Fig. 1: run 1, cell placement
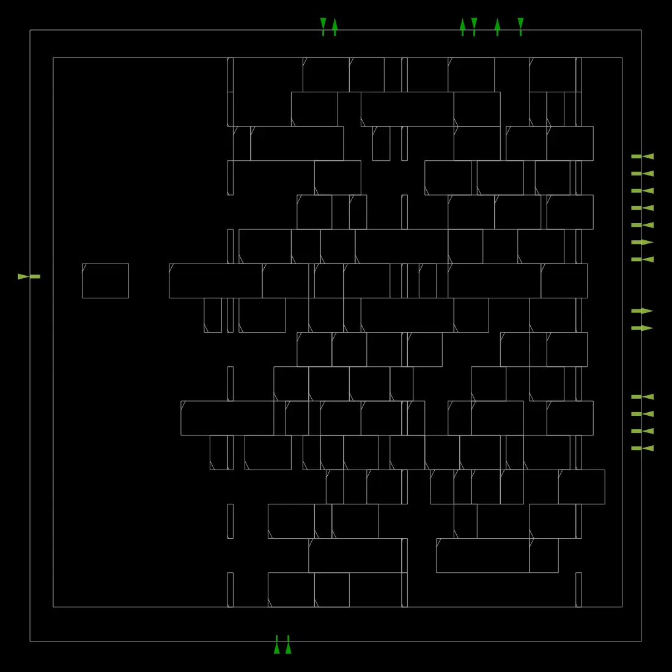
Fig. 2: run 1, cell sizes after repair
Bar = 10 um.
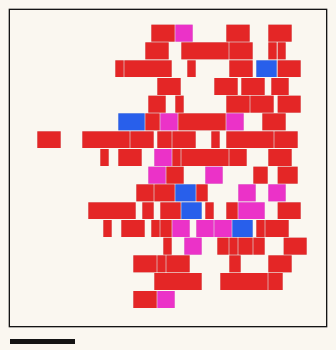
Fig. 3: run 1, metal 3
Bar = 10 um.
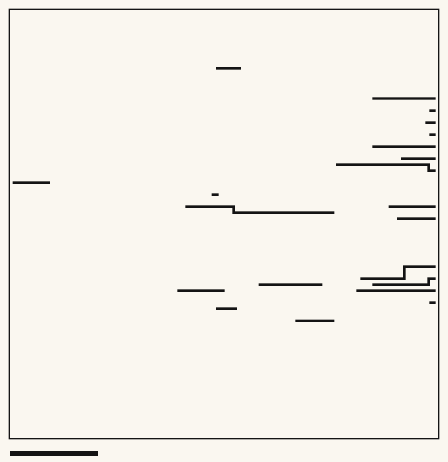
===== src/rtl/flag_branch_if.sv =====
// Flag write and branch request/response bundle between the EX-stage ALU,
// decode and the flag/branch unit.
interface flag_branch_if;
  logic [2:0] flag_in;
  logic [2:0] flag_en;
  logic       flag_wr_valid;
  logic       flag_pending;
  logic       stall;
  logic       flush;
  logic       br_valid;
  logic [2:0] br_cond;
  logic       br_resolved;
  logic       br_taken;
  logic       br_wait;
  logic [2:0] flags_out;

  modport master (
    output flag_in, flag_en, flag_wr_valid, flag_pending, stall, flush,
           br_valid, br_cond,
    input  br_resolved, br_taken, br_wait, flags_out
  );

  modport slave (
    input  flag_in, flag_en, flag_wr_valid, flag_pending, stall, flush,
           br_valid, br_cond,
    output br_resolved, br_taken, br_wait, flags_out
  );
endinterface


===== src/rtl/flag_branch_unit.sv =====
// Architectural {N,Z,V} flag register with branch condition evaluation.
// Branches resolve one cycle after acceptance; a branch that arrives while a
// flag-writing instruction is still in flight parks in WAIT until it lands.
module flag_branch_unit #(
  parameter bit BYPASS = 1'b1
) (
  input logic         clk,
  input logic         rst,
  flag_branch_if.slave bus
);

  localparam logic [0:0] S_IDLE = 1'b0;
  localparam logic [0:0] S_WAIT = 1'b1;

  logic [0:0] state_q, state_d;
  logic [2:0] cond_q, cond_d;
  logic [2:0] flags_q;
  logic [2:0] eff;
  logic [2:0] res_cond;
  logic       write_fire;
  logic       resolve_now;
  logic       taken_now;
  logic       br_resolved_p1;
  logic       br_taken_p1;

  // Condition code decode on a {N,Z,V} vector.
  function automatic logic eval_cond(input logic [2:0] cc, input logic [2:0] f);
    logic n, z, v;
    n = f[2];
    z = f[1];
    v = f[0];
    case (cc)
      3'b000:  eval_cond = ~z;
      3'b001:  eval_cond = z;
      3'b010:  eval_cond = ~z & ~n;
      3'b011:  eval_cond = n;
      3'b100:  eval_cond = z | (~z & ~n);
      3'b101:  eval_cond = n | z;
      3'b110:  eval_cond = v;
      default: eval_cond = 1'b1;
    endcase
  endfunction

  assign write_fire = bus.flag_wr_valid & ~bus.stall;

  // Effective flags: optionally forward this cycle's write, bit by bit.
  always_comb begin
    eff = flags_q;
    for (int i = 0; i < 3; i++) begin
      if (BYPASS && write_fire && bus.flag_en[i]) eff[i] = bus.flag_in[i];
    end
  end

  // Next-state and resolve decision; stall freezes everything.
  always_comb begin
    state_d     = state_q;
    cond_d      = cond_q;
    resolve_now = 1'b0;
    res_cond    = cond_q;
    if (!bus.stall) begin
      case (state_q)
        S_IDLE: begin
          if (!bus.flush && bus.br_valid) begin
            if (!bus.flag_pending) begin
              resolve_now = 1'b1;
              res_cond    = bus.br_cond;
            end else begin
              state_d = S_WAIT;
              cond_d  = bus.br_cond;
            end
          end
        end
        S_WAIT: begin
          if (bus.flush) begin
            state_d = S_IDLE;
          end else if (!bus.flag_pending) begin
            resolve_now = 1'b1;
            state_d     = S_IDLE;
          end
        end
        default: state_d = S_IDLE;
      endcase
    end
  end

  assign taken_now = resolve_now & eval_cond(res_cond, eff);

  // FSM state and parked condition code.
  always_ff @(posedge clk) begin
    if (rst) begin
      state_q <= S_IDLE;
      cond_q  <= 3'b000;
    end else begin
      state_q <= state_d;
      cond_q  <= cond_d;
    end
  end

  // Architectural flags with per-bit write enable.
  always_ff @(posedge clk) begin
    if (rst) begin
      flags_q <= 3'b000;
    end else if (write_fire) begin
      flags_q <= (flags_q & ~bus.flag_en) | (bus.flag_in & bus.flag_en);
    end
  end

  // Stage 1: registered resolve pulse and outcome.
  always_ff @(posedge clk) begin
    if (rst) begin
      br_resolved_p1 <= 1'b0;
      br_taken_p1    <= 1'b0;
    end else begin
      br_resolved_p1 <= resolve_now;
      br_taken_p1    <= taken_now;
    end
  end

  assign bus.br_resolved = br_resolved_p1;
  assign bus.br_taken    = br_taken_p1;
  assign bus.flags_out   = flags_q;
  assign bus.br_wait     = (state_q == S_WAIT) |
                           ((state_q == S_IDLE) & bus.br_valid & bus.flag_pending &
                            ~bus.flush & ~bus.stall);

endmodule


===== src/flat_wrapper.sv =====
// flat-port wrapper written by rule: the top's interface ports become plain ports
module flag_branch_unit_flat 
#(
  parameter bit BYPASS = 1'b1
)
  (clk, rst, bus_flag_in, bus_flag_en, bus_flag_wr_valid, bus_flag_pending, bus_stall, bus_flush, bus_br_valid, bus_br_cond, bus_br_resolved, bus_br_taken, bus_br_wait, bus_flags_out);
  flag_branch_if bus_i ();
  input logic clk;
  input logic rst;
  input wire logic [$bits(bus_i.flag_in)-1:0] bus_flag_in;
  input wire logic [$bits(bus_i.flag_en)-1:0] bus_flag_en;
  input wire logic [$bits(bus_i.flag_wr_valid)-1:0] bus_flag_wr_valid;
  input wire logic [$bits(bus_i.flag_pending)-1:0] bus_flag_pending;
  input wire logic [$bits(bus_i.stall)-1:0] bus_stall;
  input wire logic [$bits(bus_i.flush)-1:0] bus_flush;
  input wire logic [$bits(bus_i.br_valid)-1:0] bus_br_valid;
  input wire logic [$bits(bus_i.br_cond)-1:0] bus_br_cond;
  output wire logic [$bits(bus_i.br_resolved)-1:0] bus_br_resolved;
  output wire logic [$bits(bus_i.br_taken)-1:0] bus_br_taken;
  output wire logic [$bits(bus_i.br_wait)-1:0] bus_br_wait;
  output wire logic [$bits(bus_i.flags_out)-1:0] bus_flags_out;
  assign bus_i.flag_in = bus_flag_in;
  assign bus_i.flag_en = bus_flag_en;
  assign bus_i.flag_wr_valid = bus_flag_wr_valid;
  assign bus_i.flag_pending = bus_flag_pending;
  assign bus_i.stall = bus_stall;
  assign bus_i.flush = bus_flush;
  assign bus_i.br_valid = bus_br_valid;
  assign bus_i.br_cond = bus_br_cond;
  assign bus_br_resolved = bus_i.br_resolved;
  assign bus_br_taken = bus_i.br_taken;
  assign bus_br_wait = bus_i.br_wait;
  assign bus_flags_out = bus_i.flags_out;
  flag_branch_unit #(.BYPASS(BYPASS)) u_core (.clk(clk), .rst(rst), .bus(bus_i));
endmodule

===== config.mk =====
export PLATFORM = sky130hd
export DESIGN_NAME = flag_branch_unit_flat
export DESIGN_NICKNAME = d
export VERILOG_FILES = /design/src/rtl/flag_branch_if.sv /design/src/rtl/flag_branch_unit.sv /design/src/flat_wrapper.sv
export SDC_FILE = /design/constraint.sdc
export NUM_CORES = 1
export LEC_CHECK = 0
export CORE_MARGIN = 1.5
export CORE_UTILIZATION = 24
export DETAILED_ROUTE_END_ITERATION = 7
export SYNTH_ARGS = -nofsm -noshare
export SYNTH_HDL_FRONTEND = slang
export SYNTH_SLANG_ARGS = --single-unit

===== constraint.sdc =====
create_clock -name clk -period 1.98 [get_ports clk]
set_clock_uncertainty 0.1 [all_clocks]
set_input_delay 0.198 -clock clk [delete_from_list [all_inputs] [get_ports clk]]
set_output_delay 0.198 -clock clk [all_outputs]
set_load 0.02 [all_outputs]

==> impl_metrics.toml, run 1 <==
# physical design summary
[run_status]
status = "complete, no violations"

[power_and_ir_drop]
pwr-share-seq_pct = 42.8
largestPowerGroup = "registers"
pg_clk_w = 0.000154
power_w = 0.000442
leakagePower_nw = 0.366
p_comb_w = 0.0000993

[detailed_routing]
routed_wl_um = 1350

[clock_network]
numClockSinks = 9
post_cts_resized = 1

[worst_setup_path]
r2r_slack_ns = 0.33
slowest_stage = "clkdlybuf4s50_1"
regToRegStartpoint = "u_core.state_q"

[yosys]
synth-compound-area-share_pct = 19.4
synth_seq_share_pct = 36.4

[sta]
maxSlewHeadroom_pct = 79.9
hold_viol_final = 0
rsz0062_at_grt = "false"
fmax_mhz = 554
tns_ns = 0

[layout]
instances_no_fill = 118

[place]
port_buffers = 21
place_hpwl_um = 1050

[hold_path]
hold_path_end = "u_core.cond_q[0]"
hp-start = "u_core.cond_q[0]"
-- Fig. 1 (at the start) --
num rows: 16
Tapcells: 27

-- Fig. 2 (at the start) --
Red shows _0 and _1 cells, cells 72. Magenta shows _3 and _4 cells, cells 14. Blue shows _2 cells, cells 5.

-- Fig. 3 (at the start) --
19 nets have wire on it. The wires run mostly horizontal.

-- run 1: cell usage in the layout (no fill, tap or decap), types with 2 or more instances in the layout --
cell             count
nor3_1               2
mux2i_1              7
a21oi_1              2
dfxtp_1              9
nor2_1               8
nand3_1              2
clkdlybuf4s50_1     20
o21ai_2              2
nand2_1              3
buf_4               10
clkbuf_4             3
inv_1                3
-- run 1: kinds of logic after synthesis --
kind of cell | count (synthesis)
AND-OR/OR-AND | 13
AND/OR/NAND/NOR | 23
multiplexers | 8
flip-flops | 9
buffers and inverters | 4
-- run 1: area by class of cell --
cell class                 instances  area [um2]
clock buffer                       4        26.3
fill                             222        1130
inverter                           3        11.3
multi-input combinational         44         300
sequential                         9         180
tap                               27        33.8
timing repair buffer              31         284
Fig. 4: run 1, pin map
Bar = 10 um. Pins as bars across the die edge, other pins in gray.
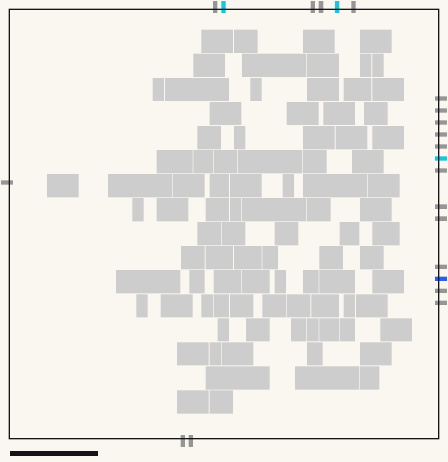

==> run 1 -> run 2 <==
Settings changed: ABC_AREA from default to 1, RECOVER_POWER from default to 50.
Fig. 5: run 2, pin map
Bar = 20 um. Pins as bars across the die edge, other pins in gray.
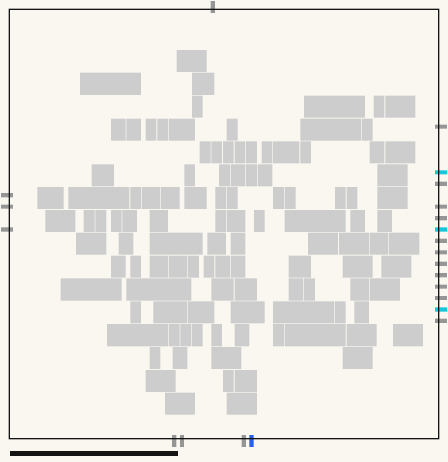
Cyan shows bus_flags_out, pins 3, direction output, edge right. Blue shows bus_stall, pins 1, direction input, edge bottom.

Fig. 6: run 2, cell placement
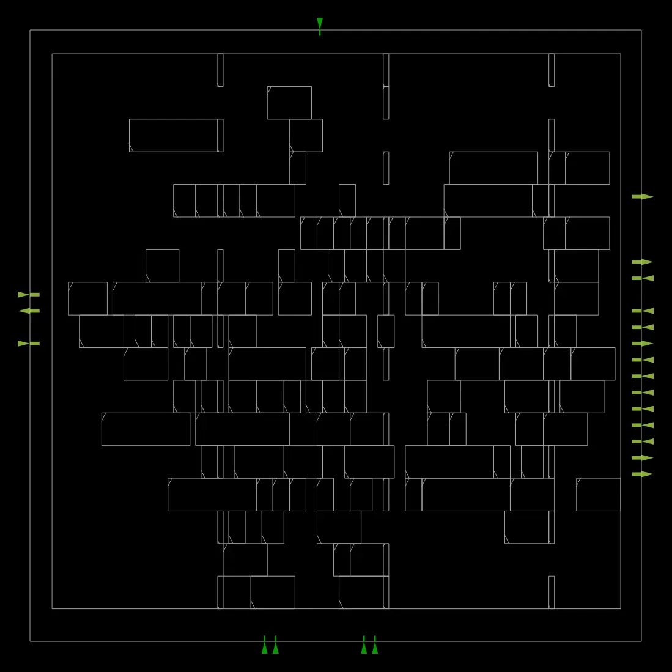
Tapcells: 28
Finished Core Util: 39.2%
core area: 2190 um2
seq_cells: 9

Fig. 7: run 2, cell sizes after repair
Bar = 20 um.
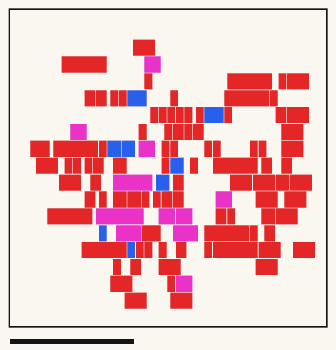
Magenta shows _3 and _4 cells, cells 11. Red shows _0 and _1 cells, cells 92. Blue shows _2 cells, cells 8.

==> run 2 against run 1 <==
Effect of this change:
- combinational power rose by 8%
- clock-buffer cell count is the same
- global-route usage fell by 0.46 points
- worst hold slack worse by 0.060 ns
- synthesized cell count is 40% higher
- design area is 2.8% higher
- via count up 10%
- critical endpoint unchanged
- largest cell class unchanged
==> impl_metrics.toml, run 2 <==
# physical design summary
[layout]
largest_class = "multi-input combinational cells"
clkbuf_count = 4
lay_top_count = "clkdlybuf4s50_1"
logic_gate_count = 59
seq_share_pct = 21.0
n_all_inverters = 12
buffer_area_share_pct = 28.7
regArea_um2 = 180
instances_no_fill = 139
design_area_um2 = 860
combGateArea_um2 = 327
nFillCells = 232
final_layout_top_logic_cells = "clkdlybuf4s50_1 (20), nand2_1 (19), inv_1 (9), dfxtp_1 (9)"
signal_buffers = 27
comb_share_pct = 38.0

[detailed_routing]
firstDrtPassIters = 4
routed_wl_um = 1310

[clock_network]
post_cts_resized = 1

[yosys]
edf_count = 0
yosys-mux-area-fraction_pct = 0
synth_seq_share_pct = 32.7
synthDistinctLibCells = 18
synth-compound-area-share_pct = 12.9

[power_and_ir_drop]
pwr-share-seq_pct = 43.4
power_w = 0.000438
pg_clk_w = 0.000140
leakagePower_nw = 0.362
p_comb_w = 0.000107
largestPowerGroup = "registers"

[worst_setup_path]
end_kind = "output port"
path_class = "input pin to output port"

[floorplan]
num_rows = 17

[sta]
fmax_mhz = 550
rsz0062_at_grt = "false"
maxSlewHeadroom_pct = 82.6
tns_ns = 0
hold_viol_final = 0

[run_status]
status = "complete, no violations"

[grt]
met3_usage_pct = 3.51
grt_util_met1_pct = 14.6

[place]
dp_slack_ns = -0.0987
port_buffers = 21
## run 2: netlist changes by cell type in the layout (fill, tap and decap cells not counted), moves of 2 or more
cell / delta
nand3_1: +5
nor2_4: +2
nand4_1: +4
mux2i_1: -7
clkbuf_1: +2
nand2_1: +16
o21ai_0: +5
buf_4: -6
nand2_2: +4
inv_2: +2
inv_1: +6
## run 2: critical path, stage by stage
cell and delay, ns:
clkdlybuf4s50_1 0.49, inv_2 0.07, nor4_4 0.26, inv_1 0.10, nand2_1 0.08, dlygate4sd2_1 0.33
## run 2: final timing paths
kind,start,end,slack [ns]
max reg2reg,u_core.state_q,u_core.cond_q[0],0.64
max,bus_br_valid,bus_br_wait,0.16
min reg2reg,u_core.cond_q[0],u_core.cond_q[0],0.36
min,u_core.cond_q[0],u_core.cond_q[0],0.36
Power figures rest on the tool's default switching activity, not on a simulated workload.
